run_1/final_congestion.png
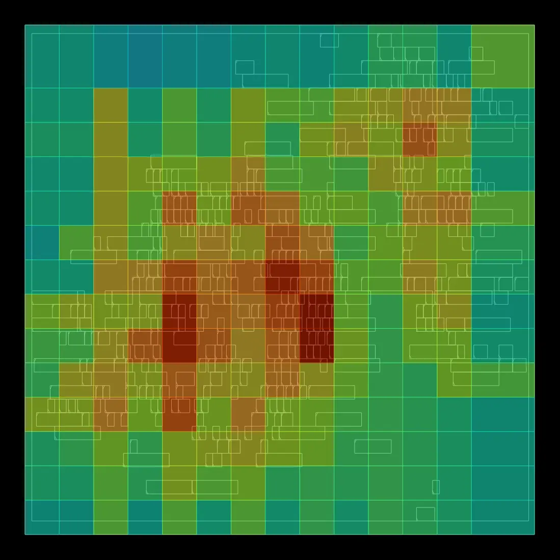
run_1/gate_families.png
(4 px per um)
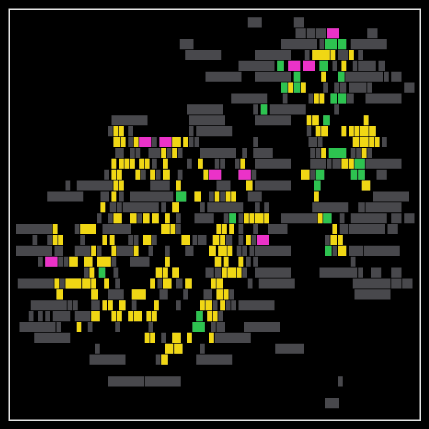
run_1/metal_stack.png
(4 px per um) Two of the layers only.
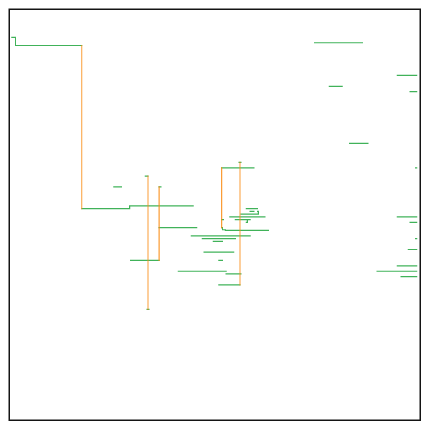
`src/rtl/traffic_phase_ctrl_if.sv`:
```
// Lamp/display/request bundle between the phase controller and its surroundings.
// The controller is the slave: it takes requests and drives lamps and display.
interface traffic_phase_ctrl_if;
   logic       ped_req;
   logic       night;
   logic [5:0] value;
   logic       blank;
   logic [2:0] ns_lamp;
   logic [2:0] ew_lamp;
   logic       tick;

   modport master (
      output ped_req, night,
      input  value, blank, ns_lamp, ew_lamp, tick
   );

   modport slave (
      input  ped_req, night,
      output value, blank, ns_lamp, ew_lamp, tick
   );
endinterface

```
`src/rtl/traffic_phase_ctrl.sv`:
```
// Two-way intersection phase controller: 1 Hz divider, request synchronizers,
// phase FSM with pedestrian green cut and night flash, registered lamp/display outputs.
module traffic_phase_ctrl #(
   parameter int CLK_HZ    = 50000000,
   parameter int GREEN_S   = 25,
   parameter int YELLOW_S  = 3,
   parameter int RED_CLR_S = 2,
   parameter int PED_CUT_S = 5
) (
   input  logic                clk,
   input  logic                rst,
   traffic_phase_ctrl_if.slave bus
);
   typedef enum logic [2:0] {AR1, NS_G, NS_Y, AR2, EW_G, EW_Y, FLASH} state_t;

   localparam int               DIV_W   = (CLK_HZ > 1) ? $clog2(CLK_HZ) : 1;
   localparam logic [DIV_W-1:0] DIV_MAX = DIV_W'(CLK_HZ - 1);
   localparam logic [5:0]       GREEN_D = 6'(GREEN_S);
   localparam logic [5:0]       YEL_D   = 6'(YELLOW_S);
   localparam logic [5:0]       RED_D   = 6'(RED_CLR_S);
   localparam logic [5:0]       CUT_D   = 6'(PED_CUT_S);

   logic [DIV_W-1:0] div_reg, div_next;
   logic             tick_reg;
   logic             ped_s1_reg, ped_s2_reg, ped_s3_reg;
   logic             night_s1_reg, night_s2_reg;
   logic             ped_rise;
   logic             ped_pend_reg, ped_pend_next;
   state_t           state_reg, state_next;
   logic [5:0]       remain_reg, remain_next;
   logic             flash_ph_reg, flash_ph_next;
   logic [2:0]       ns_next, ew_next;
   logic [5:0]       value_reg;
   logic             blank_reg;
   logic [2:0]       ns_reg, ew_reg;

   assign div_next = (div_reg == DIV_MAX) ? '0 : div_reg + 1'b1;
   assign ped_rise = ped_s2_reg & ~ped_s3_reg;

   // Divider; tick is registered so it is high exactly while the count sits at CLK_HZ-1.
   always_ff @(posedge clk or posedge rst) begin
      if (rst) begin
         div_reg  <= '0;
         tick_reg <= 1'b0;
      end else begin
         div_reg  <= div_next;
         tick_reg <= (div_next == DIV_MAX);
      end
   end

   // Two-flop synchronizers; the third ped flop only serves the rising-edge detect.
   always_ff @(posedge clk or posedge rst) begin
      if (rst) begin
         ped_s1_reg   <= 1'b0;
         ped_s2_reg   <= 1'b0;
         ped_s3_reg   <= 1'b0;
         night_s1_reg <= 1'b0;
         night_s2_reg <= 1'b0;
      end else begin
         ped_s1_reg   <= bus.ped_req;
         ped_s2_reg   <= ped_s1_reg;
         ped_s3_reg   <= ped_s2_reg;
         night_s1_reg <= bus.night;
         night_s2_reg <= night_s1_reg;
      end
   end

   // Phase state and output registers; outputs load from the next-state decode.
   always_ff @(posedge clk or posedge rst) begin
      if (rst) begin
         state_reg    <= AR1;
         remain_reg   <= RED_D;
         flash_ph_reg <= 1'b0;
         ped_pend_reg <= 1'b0;
         value_reg    <= RED_D;
         blank_reg    <= 1'b0;
         ns_reg       <= 3'b100;
         ew_reg       <= 3'b100;
      end else begin
         state_reg    <= state_next;
         remain_reg   <= remain_next;
         flash_ph_reg <= flash_ph_next;
         ped_pend_reg <= ped_pend_next;
         value_reg    <= remain_next;
         blank_reg    <= (state_next == FLASH);
         ns_reg       <= ns_next;
         ew_reg       <= ew_next;
      end
   end

   // Next-state, countdown, pedestrian flag and lamp decode; nothing moves between ticks.
   always_comb begin
      state_next    = state_reg;
      remain_next   = remain_reg;
      flash_ph_next = flash_ph_reg;
      ped_pend_next = ped_pend_reg;
      ns_next       = 3'b100;
      ew_next       = 3'b100;

      if (tick_reg) begin
         if (state_reg == FLASH) begin
            if (night_s2_reg) begin
               flash_ph_next = ~flash_ph_reg;
            end else begin
               state_next    = AR1;
               remain_next   = RED_D;
               flash_ph_next = 1'b0;
            end
         end else if (remain_reg == 6'd1) begin
            if ((state_reg == AR1 || state_reg == AR2) && night_s2_reg) begin
               state_next    = FLASH;
               remain_next   = 6'd0;
               flash_ph_next = 1'b1;
            end else begin
               case (state_reg)
                  AR1:     begin state_next = NS_G; remain_next = GREEN_D; end
                  NS_G:    begin state_next = NS_Y; remain_next = YEL_D;   end
                  NS_Y:    begin state_next = AR2;  remain_next = RED_D;   end
                  AR2:     begin state_next = EW_G; remain_next = GREEN_D; end
                  EW_G:    begin state_next = EW_Y; remain_next = YEL_D;   end
                  default: begin state_next = AR1;  remain_next = RED_D;   end
               endcase
               // Any pending request is served (or moot) once green ends.
               if (state_next == NS_Y || state_next == EW_Y) begin
                  ped_pend_next = 1'b0;
               end
            end
         end else if (ped_pend_reg && (state_reg == NS_G || state_reg == EW_G) &&
                      (remain_reg > CUT_D)) begin
            remain_next = CUT_D;
         end else begin
            remain_next = remain_reg - 6'd1;
         end
      end

      // A new request wins over a same-cycle clear.
      if (ped_rise) begin
         ped_pend_next = 1'b1;
      end

      case (state_next)
         NS_G:    ns_next = 3'b001;
         NS_Y:    ns_next = 3'b010;
         EW_G:    ew_next = 3'b001;
         EW_Y:    ew_next = 3'b010;
         FLASH: begin
            ns_next = flash_ph_next ? 3'b010 : 3'b000;
            ew_next = flash_ph_next ? 3'b010 : 3'b000;
         end
         default: ;
      endcase
   end

   assign bus.value   = value_reg;
   assign bus.blank   = blank_reg;
   assign bus.ns_lamp = ns_reg;
   assign bus.ew_lamp = ew_reg;
   assign bus.tick    = tick_reg;

endmodule

```
`src/flat_wrapper.sv`:
```
// flat-port wrapper written by rule: the top's interface ports become plain ports
module traffic_phase_ctrl_flat 
#(
   parameter int CLK_HZ    = 50000000,
   parameter int GREEN_S   = 25,
   parameter int YELLOW_S  = 3,
   parameter int RED_CLR_S = 2,
   parameter int PED_CUT_S = 5
)
  (clk, rst, bus_ped_req, bus_night, bus_value, bus_blank, bus_ns_lamp, bus_ew_lamp, bus_tick);
  traffic_phase_ctrl_if bus_i ();
  input  logic clk;
  input  logic rst;
  input wire logic [$bits(bus_i.ped_req)-1:0] bus_ped_req;
  input wire logic [$bits(bus_i.night)-1:0] bus_night;
  output wire logic [$bits(bus_i.value)-1:0] bus_value;
  output wire logic [$bits(bus_i.blank)-1:0] bus_blank;
  output wire logic [$bits(bus_i.ns_lamp)-1:0] bus_ns_lamp;
  output wire logic [$bits(bus_i.ew_lamp)-1:0] bus_ew_lamp;
  output wire logic [$bits(bus_i.tick)-1:0] bus_tick;
  assign bus_i.ped_req = bus_ped_req;
  assign bus_i.night = bus_night;
  assign bus_value = bus_i.value;
  assign bus_blank = bus_i.blank;
  assign bus_ns_lamp = bus_i.ns_lamp;
  assign bus_ew_lamp = bus_i.ew_lamp;
  assign bus_tick = bus_i.tick;
  traffic_phase_ctrl #(.CLK_HZ(CLK_HZ), .GREEN_S(GREEN_S), .YELLOW_S(YELLOW_S), .RED_CLR_S(RED_CLR_S), .PED_CUT_S(PED_CUT_S)) u_core (.clk(clk), .rst(rst), .bus(bus_i));
endmodule
```
`config.mk`:
```
export PLATFORM = sky130hd
export DESIGN_NAME = traffic_phase_ctrl_flat
export DESIGN_NICKNAME = d
export VERILOG_FILES = /design/src/rtl/traffic_phase_ctrl_if.sv /design/src/rtl/traffic_phase_ctrl.sv /design/src/flat_wrapper.sv
export SDC_FILE = /design/constraint.sdc
export NUM_CORES = 1
export LEC_CHECK = 0
export ABC_AREA = 1
export CAP_MARGIN = 20
export CORE_UTILIZATION = 29
export DETAILED_ROUTE_END_ITERATION = 6
export GPL_ROUTABILITY_DRIVEN = 0
export HOLD_SLACK_MARGIN = 0.02
export PLACE_DENSITY = 0.53
export SETUP_SLACK_MARGIN = 0.05
export SYNTH_ARGS = -nofsm -noshare
export SYNTH_HDL_FRONTEND = slang
export SYNTH_SLANG_ARGS = --single-unit
```
`constraint.sdc`:
```
create_clock -name clk -period 2.3 [get_ports clk]
set_input_delay 0.23 -clock clk [delete_from_list [all_inputs] [get_ports clk]]
set_output_delay 0.23 -clock clk [all_outputs]
set_load 0.1 [all_outputs]
```
==> reports/results.txt, run 1 <==
Mapped Nets - 401
Yosys warns - 0
DR iter-0 viols - 112
Global-route wire length before repair - 11500 um
# setup viols final - 0
Worst Path Max Fanout - 9
Die Span Y - 102 um
Simple share - 39.9%
CTS resizes - 0
Power Dens Cells - 462 mW/mm^2
Chip Area, Yosys - 0.00292 mm^2
Relative slew slack - 73.5%
Adder Area Share - 1.28%
Fraction of layout cells with a size suffix above 1 - 18.1%
FP Core Util - 29.9%
Critical path arrival - 2.26 ns
CP Class - reg2reg
Met1 WL - 3260 um
Hold Fails Final Rpt - 0
Antenna Violating Nets Remaining - 0
Log Warnings - 27
Final min period - 2.02 ns
Largest register FFs - 26
Worst IR Drop VDD - 213 uV
Most frequent logic cell in the layout - nand2_1
Flop2flop setup slack - 0.28 ns
Worst Tran Pin Value - 0.396 ns
Die ar. - 0.0105 mm^2
Vias in the first global route - 2364
CTS Buf Count - 5
AO/OA Area Share - 5.18%
Antenna diodes - 0
Core area - 0.00977 mm^2
I/O Pins - 18
Vias per cell - 4.54
Final slew viol count - 0
CP Cell Sequence - ha_1 -> nand2_1 -> nor2_4 -> nand2_1 -> nor2_1 -> nand2_2 -> nand3_1 -> nand3_1 -> nor2_1 -> nand3_1 -> nor2_1
Fmax - 0.495 GHz
Hold Buf Count CTS - 0
Register area share after synthesis - 43.0%
Cell Rows - 36
Yosys xor share - 2.70%
Fin crit share - 87.8%
Maxcap violations - 0
Most instantiated logic cells after routing - nand2_1 (101), nor2_1 (58), inv_1 (53), dfrtp_1 (47), nand3_1 (27)
Post-CTS setup buffers - 0
FILL cells - 1045
Critical path required time - 2.54 ns
Initial antenna violation count - 0
Status - completed
Clock Skews - 0.0140 ns
CTS tree - built
Critical Path Start - u_core.div_reg[0]
Worst reg-to-reg path cell count - 11
CP endpoint kind - register
HP Class - in2async
GRT overflow - 0
P&R area growth vs syn - 14.8%
CP startpoint kind - register
Top non-seq family - simple AND/OR/NAND/NOR gates
Flops after synth - 50
Final net count - 426
Met2 Track Usage GR - 24.0%
Grt met3 use - 2.60%
Area fraction in mux cells - 0%
Clock Path Buffers - 2
Largest stage delay on the critical path - 0.46 ns
Busiest layer in global routing - met2
Final HPWL DP - 5370 um
Clk_lat worst skew - 0.31 ns
Reg-to-reg critical path endpoint - u_core.bus.tick
Reg-to-reg startpoint - u_core.div_reg[0]
RSZ-0062 raised after global routing - no
Die W - 102 um
Number of cells in Yosys stat - 394
Avg Cell Area, Syn - 7.42 um^2
Buffers on Ports - 17
Top Metal Used - met4
Top cells, area - dfrtp_1 (40%), nand2_1 (13%), nor2_1 (7.5%)
Synth top area share - 40.3%
Iteration tally of the first detailed-router pass - 4
CP top delay family - simple AND/OR/NAND/NOR gates
Fin Setup TNS - 0 ns
Met3 wire length - 219 um
Worst Path Buf+Inv - 0
CTS root buffer - clkbuf_8
Largest net degree at the start of global routing - 35
# DRC - 0
Distinct cells, synth - 32
Clock tree sinks - 50
Mapped cell area - 0.00292 mm^2
Placed Cells incl. Taps - 545
Crit-path slowest cell - dfrtp_1
CTS clk-pin slew, worst paths - 0.10 ns
Post-synth top area cell - dfrtp_1
Final instance area - 0.00335 mm^2
Placed Area - 0.00324 mm^2
Syn Inst Count - 394
Leakage dissipation - 1.62 nW
H-Tree Depth - 2
DR WL met2 - 3190 um
Notes on final_congestion.png above:
GRT Overall Usage: 14.6%
final core occ: 34.3%
GR Util met1: 19.1%
wire per inst: 12.3 um

Notes on gate_families.png above:
legend:
  green:
    family: inverting AOI/OAI gates
    cells: 25
  magenta:
    family: XOR/XNOR gates
    cells: 9
  yellow:
    family: NAND gates
    cells: 155
fraction of area in multi-input gates: 42.7%
fin cells: 553

Notes on metal_stack.png above:
legend:
  green:
    layer: met3
    wire_length: 219 um
  orange:
    layer: met4
    wire_length: 138 um
via count: 2510
final wirelength: 6800 um

-- run 1: synthesized netlist by cell type, drive strengths merged --
| cell type | number |
|---|---|
| ha | 3 |
| nand3 | 29 |
| xor2 | 7 |
| nor2 | 76 |
| nor3 | 11 |
| o21bai | 1 |
| dfstp | 3 |
| o211ai | 1 |
| a31oi | 2 |
| o21ai | 10 |
| o22ai | 4 |
| inv | 62 |
| nand2 | 115 |
| a21oi | 6 |
| dfrtp | 47 |
| nand4 | 11 |
| nor3b | 1 |
| o32ai | 1 |
| xnor2 | 2 |
| or2 | 2 |
-- run 1: area by class of cell --
type,count,area [um^2],area share [%]
Clock buffer,6,72.6,2.16
Clock inverter,2,38.8,1.16
Inverter,62,233,6.94
Multi-Input combinational cell,282,1430,42.7
Sequential cell,50,1250,37.4
Tap cell,133,166,4.96
Timing Repair Buffer,18,155,4.63
-- run 1: how the worst max path moves through the flow --
stage	endpoint	slack, ns	depth (start not counted)
3_3_place_gp	u_core.bus.tick	0.40	12
3_5_place_dp	u_core.bus.tick	0.33	11
4_1_cts	u_core.bus.tick	0.28	11
5_1_grt	u_core.bus.tick	0.07	11
6_report	u_core.bus.tick	0.28	11
2_1_floorplan	u_core.bus.ew_lamp[1]	0.09	10
-- run 1: through the flow --
step,utilization [%],power [W],hold WS (ns),setup WS (ns)
floorplan,-,0.000917,0.261,0.0905
global placement,33.2,0.000933,0.339,0.403
detailed placement,33.2,0.000933,0.344,0.329
CTS,34.3,0.00158,0.228,0.283
global route,34.3,0.00162,0.250,0.0705
finish,34.3,0.00155,0.216,0.281
-- run 1: power by group --
part           total [W]  switching (W)  leakage (nW)  internal (W)
logic          0.0000293      0.0000205         0.910    0.00000881
registers       0.000885     0.00000161         0.657      0.000883
clock network   0.000636       0.000309        0.0554      0.000327
==> inputs of run 2 (changes only) <==
--- a/config.mk
+++ b/config.mk
@@ -13,6 +13,7 @@
 export HOLD_SLACK_MARGIN = 0.02
 export PLACE_DENSITY = 0.53
 export SETUP_SLACK_MARGIN = 0.05
+export SLEW_MARGIN = 20
 export SYNTH_ARGS = -nofsm -noshare
 export SYNTH_HDL_FRONTEND = slang
 export SYNTH_SLANG_ARGS = --single-unit
run_2/met1.png
(4 px per um) Supply wires on this layer in gray.
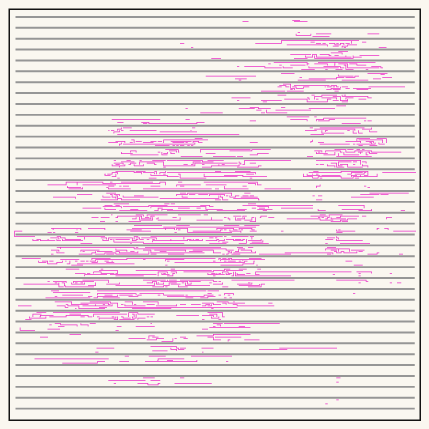
main direction: horizontal
share of all routed wire: 48%
wire length on this layer: 3260 um

==> reports/results.txt, run 2 <==
Placed Cells incl. Taps - 545 (unchanged)
Global-route wire length before repair - 11500 um (unchanged)
Grt met3 use - 2.60% (unchanged)
Final net count - 426 (unchanged)
Most frequent logic cell in the layout - nand2_1
Initial antenna violation count - 0 (unchanged)
Final min period - 2.02 ns (unchanged)
Buffers on Ports - 17 (unchanged)
Die Span Y - 102 um (unchanged)
Synth top area share - 40.3% (unchanged)
Iteration tally of the first detailed-router pass - 4 (unchanged)
Clock tree sinks - 50 (unchanged)
Worst Path Max Fanout - 9 (unchanged)
Final worst slack - 0.281 ns (unchanged)
GRT overflow - 0 (unchanged)
Final instance area - 0.00335 mm^2 (unchanged)
Clock Skews - 0.0140 ns (unchanged)
Fin Setup TNS - 0 ns (unchanged)
Most instantiated logic cells after routing - nand2_1 (101), nor2_1 (58), inv_1 (53), dfrtp_1 (47), nand3_1 (27)
Worst hold margin - 0.216 ns (unchanged)
GR Util met1 - 19.1% (unchanged)
CTS resizes - 0 (unchanged)
Worst reg-to-reg path cell count - 11 (unchanged)
Cell Rows - 36 (unchanged)
Largest stage delay on the critical path - 0.46 ns (about the same)
CTS Buf Count - 5 (unchanged)
Vias per cell - 4.54 (unchanged)
# DRC - 0 (unchanged)
Worst IR Drop VDD - 213 uV (unchanged)
Mapped Nets - 401 (unchanged)
Final slew viol count - 0 (unchanged)
Die ar. - 0.0105 mm^2 (unchanged)
Leakage dissipation - 1.62 nW (unchanged)
Number of cells in Yosys stat - 394 (unchanged)
Power Dens Cells - 462 mW/mm^2 (unchanged)
CTS tree - built
Avg Cell Area, Syn - 7.42 um^2 (unchanged)
Fmax - 0.495 GHz (unchanged)
Fin cells - 553 (unchanged)
Final HPWL DP - 5370 um (unchanged)
Yosys warns - 0 (unchanged)
HP Class - in2async
Busiest layer in global routing - met2
Clk_lat worst skew - 0.31 ns (about the same)
Worst Path Buf+Inv - 0 (unchanged)
Dominant register cell - dfrtp_1
H-Tree Depth - 2 (unchanged)
Post-synth EDFFs - 0 (unchanged)
Largest register FFs - 26 (unchanged)
Die W - 102 um (unchanged)
Relative slew slack - 73.5% (unchanged)
Antenna Violating Nets Remaining - 0 (unchanged)
Fin crit share - 87.8% (unchanged)
Pre-CTS setup slack - 0.329 ns (unchanged)
Register area share after synthesis - 43.0% (unchanged)
Distinct cells, synth - 32 (unchanged)
Count leader, synth - nand2_1
Mapped cell area - 0.00292 mm^2 (unchanged)
FP Core Util - 29.9% (unchanged)
CP top delay family - simple AND/OR/NAND/NOR gates
Hold Fails Final Rpt - 0 (unchanged)
CTS clk-pin slew, worst paths - 0.10 ns (about the same)
CTS root buffer - clkbuf_8
P&R area growth vs syn - 14.8% (unchanged)
Met2 Track Usage GR - 24.0% (unchanged)
Final wirelength - 6800 um (unchanged)
Worst Tran Pin Value - 0.396 ns (unchanged)
Via count - 2510 (unchanged)
GRT Overall Usage - 14.6% (unchanged)
Core area - 0.00977 mm^2 (unchanged)
DR iter-0 viols - 112 (unchanged)
Post-synth ARST share - 100% (unchanged)
Power, Total - 0.00155 W (unchanged)
Placed Area - 0.00324 mm^2 (unchanged)
CP Cell Sequence - ha_1 -> nand2_1 -> nor2_4 -> nand2_1 -> nor2_1 -> nand2_2 -> nand3_1 -> nand3_1 -> nor2_1 -> nand3_1 -> nor2_1
Critical path required time - 2.54 ns (about the same)
CP endpoint kind - register
CP startpoint kind - register
I/O Pins - 18 (unchanged)
Post-synth top area cell - dfrtp_1
Status - completed
Flops after synth - 50 (unchanged)
Vias in the first global route - 2364 (unchanged)
Final core occ - 34.3% (unchanged)
Reg-to-reg startpoint - u_core.div_reg[0]
Reg-to-reg critical path endpoint - u_core.bus.tick
Antenna diodes - 0 (unchanged)
Synth cell count leaders - nand2_1 (101), nor2_1 (58), inv_1 (54)
Crit-path slowest cell - dfrtp_1
Post-CTS setup buffers - 0 (unchanged)
Wire per inst - 12.3 um (unchanged)
Critical path arrival - 2.26 ns (about the same)
Clock Path Buffers - 2 (unchanged)
Hold Buf Count CTS - 0 (unchanged)
# setup viols final - 0 (unchanged)
Fraction of layout cells with a size suffix above 1 - 18.1% (unchanged)
Syn Inst Count - 394 (unchanged)
Maxcap violations - 0 (unchanged)
Chip Area, Yosys - 0.00292 mm^2 (unchanged)
CP Class - reg2reg
Worst path depth - 11 (unchanged)
Largest net degree at the start of global routing - 35 (unchanged)
RSZ-0062 raised after global routing - no
Log Warnings - 27 (unchanged)
Top cells, area - dfrtp_1 (40%), nand2_1 (13%), nor2_1 (7.5%)
Flop2flop setup slack - 0.28 ns (about the same)
[run 2: worst max path at each step]
stage | from | end | slack [ns]
CTS | u_core.div_reg[0] | u_core.bus.tick | 0.28
floorplan | u_core.remain_reg[0] | u_core.bus.ew_lamp[1] | 0.09
finish | u_core.div_reg[0] | u_core.bus.tick | 0.28
detailed placement | u_core.div_reg[0] | u_core.bus.tick | 0.33
global route | u_core.div_reg[0] | u_core.bus.tick | 0.07
global placement | u_core.div_reg[0] | u_core.bus.tick | 0.40
[run 2: layer usage]
| metal | vias to the layer above | routed length [um] |
|---|---|---|
| met5 | - | 0 |
| met3 | 12 | 219 |
| met1 | 1162 | 3260 |
| li1 | 1282 | - |
| met2 | 54 | 3190 |
| met4 | 0 | 138 |
[run 2: final cells by class]
class | instances | area, um^2
fill | 1045 | 6420
multi-input combinational | 282 | 1430
sequential | 50 | 1250
inverter | 62 | 233
tap | 133 | 166
timing repair buffer | 18 | 155
clock buffer | 6 | 72.6
clock inverter | 2 | 38.8
[run 2: worst reg2reg max path: cells and delay by family (launching register included)]
kind | cells | cell delay, ns
simple gates | 10 | 1.16
flops | 1 | 0.46
fa+ha+maj | 1 | 0.33
[run 2: logic make-up (layout without fill, tap and decap cells)]
group | Yosys count | count (layout) | share of synthesized area [%]
xor+xnor | 9 | 9 | 2.70
compound gates | 25 | 25 | 5.18
buf+inv | 62 | 88 | 7.97
flops | 50 | 50 | 43.0
simple gates | 245 | 245 | 39.9
fa+ha+maj | 3 | 3 | 1.28
[run 2: report_power, final]
part / switching (W) / internal, W / total [W]
sequential: 0.00000161 / 0.000883 / 0.000885
clock: 0.000309 / 0.000327 / 0.000636
combinational: 0.0000205 / 0.00000881 / 0.0000293
Power figures rest on the tool's default switching activity, not on a simulated workload.
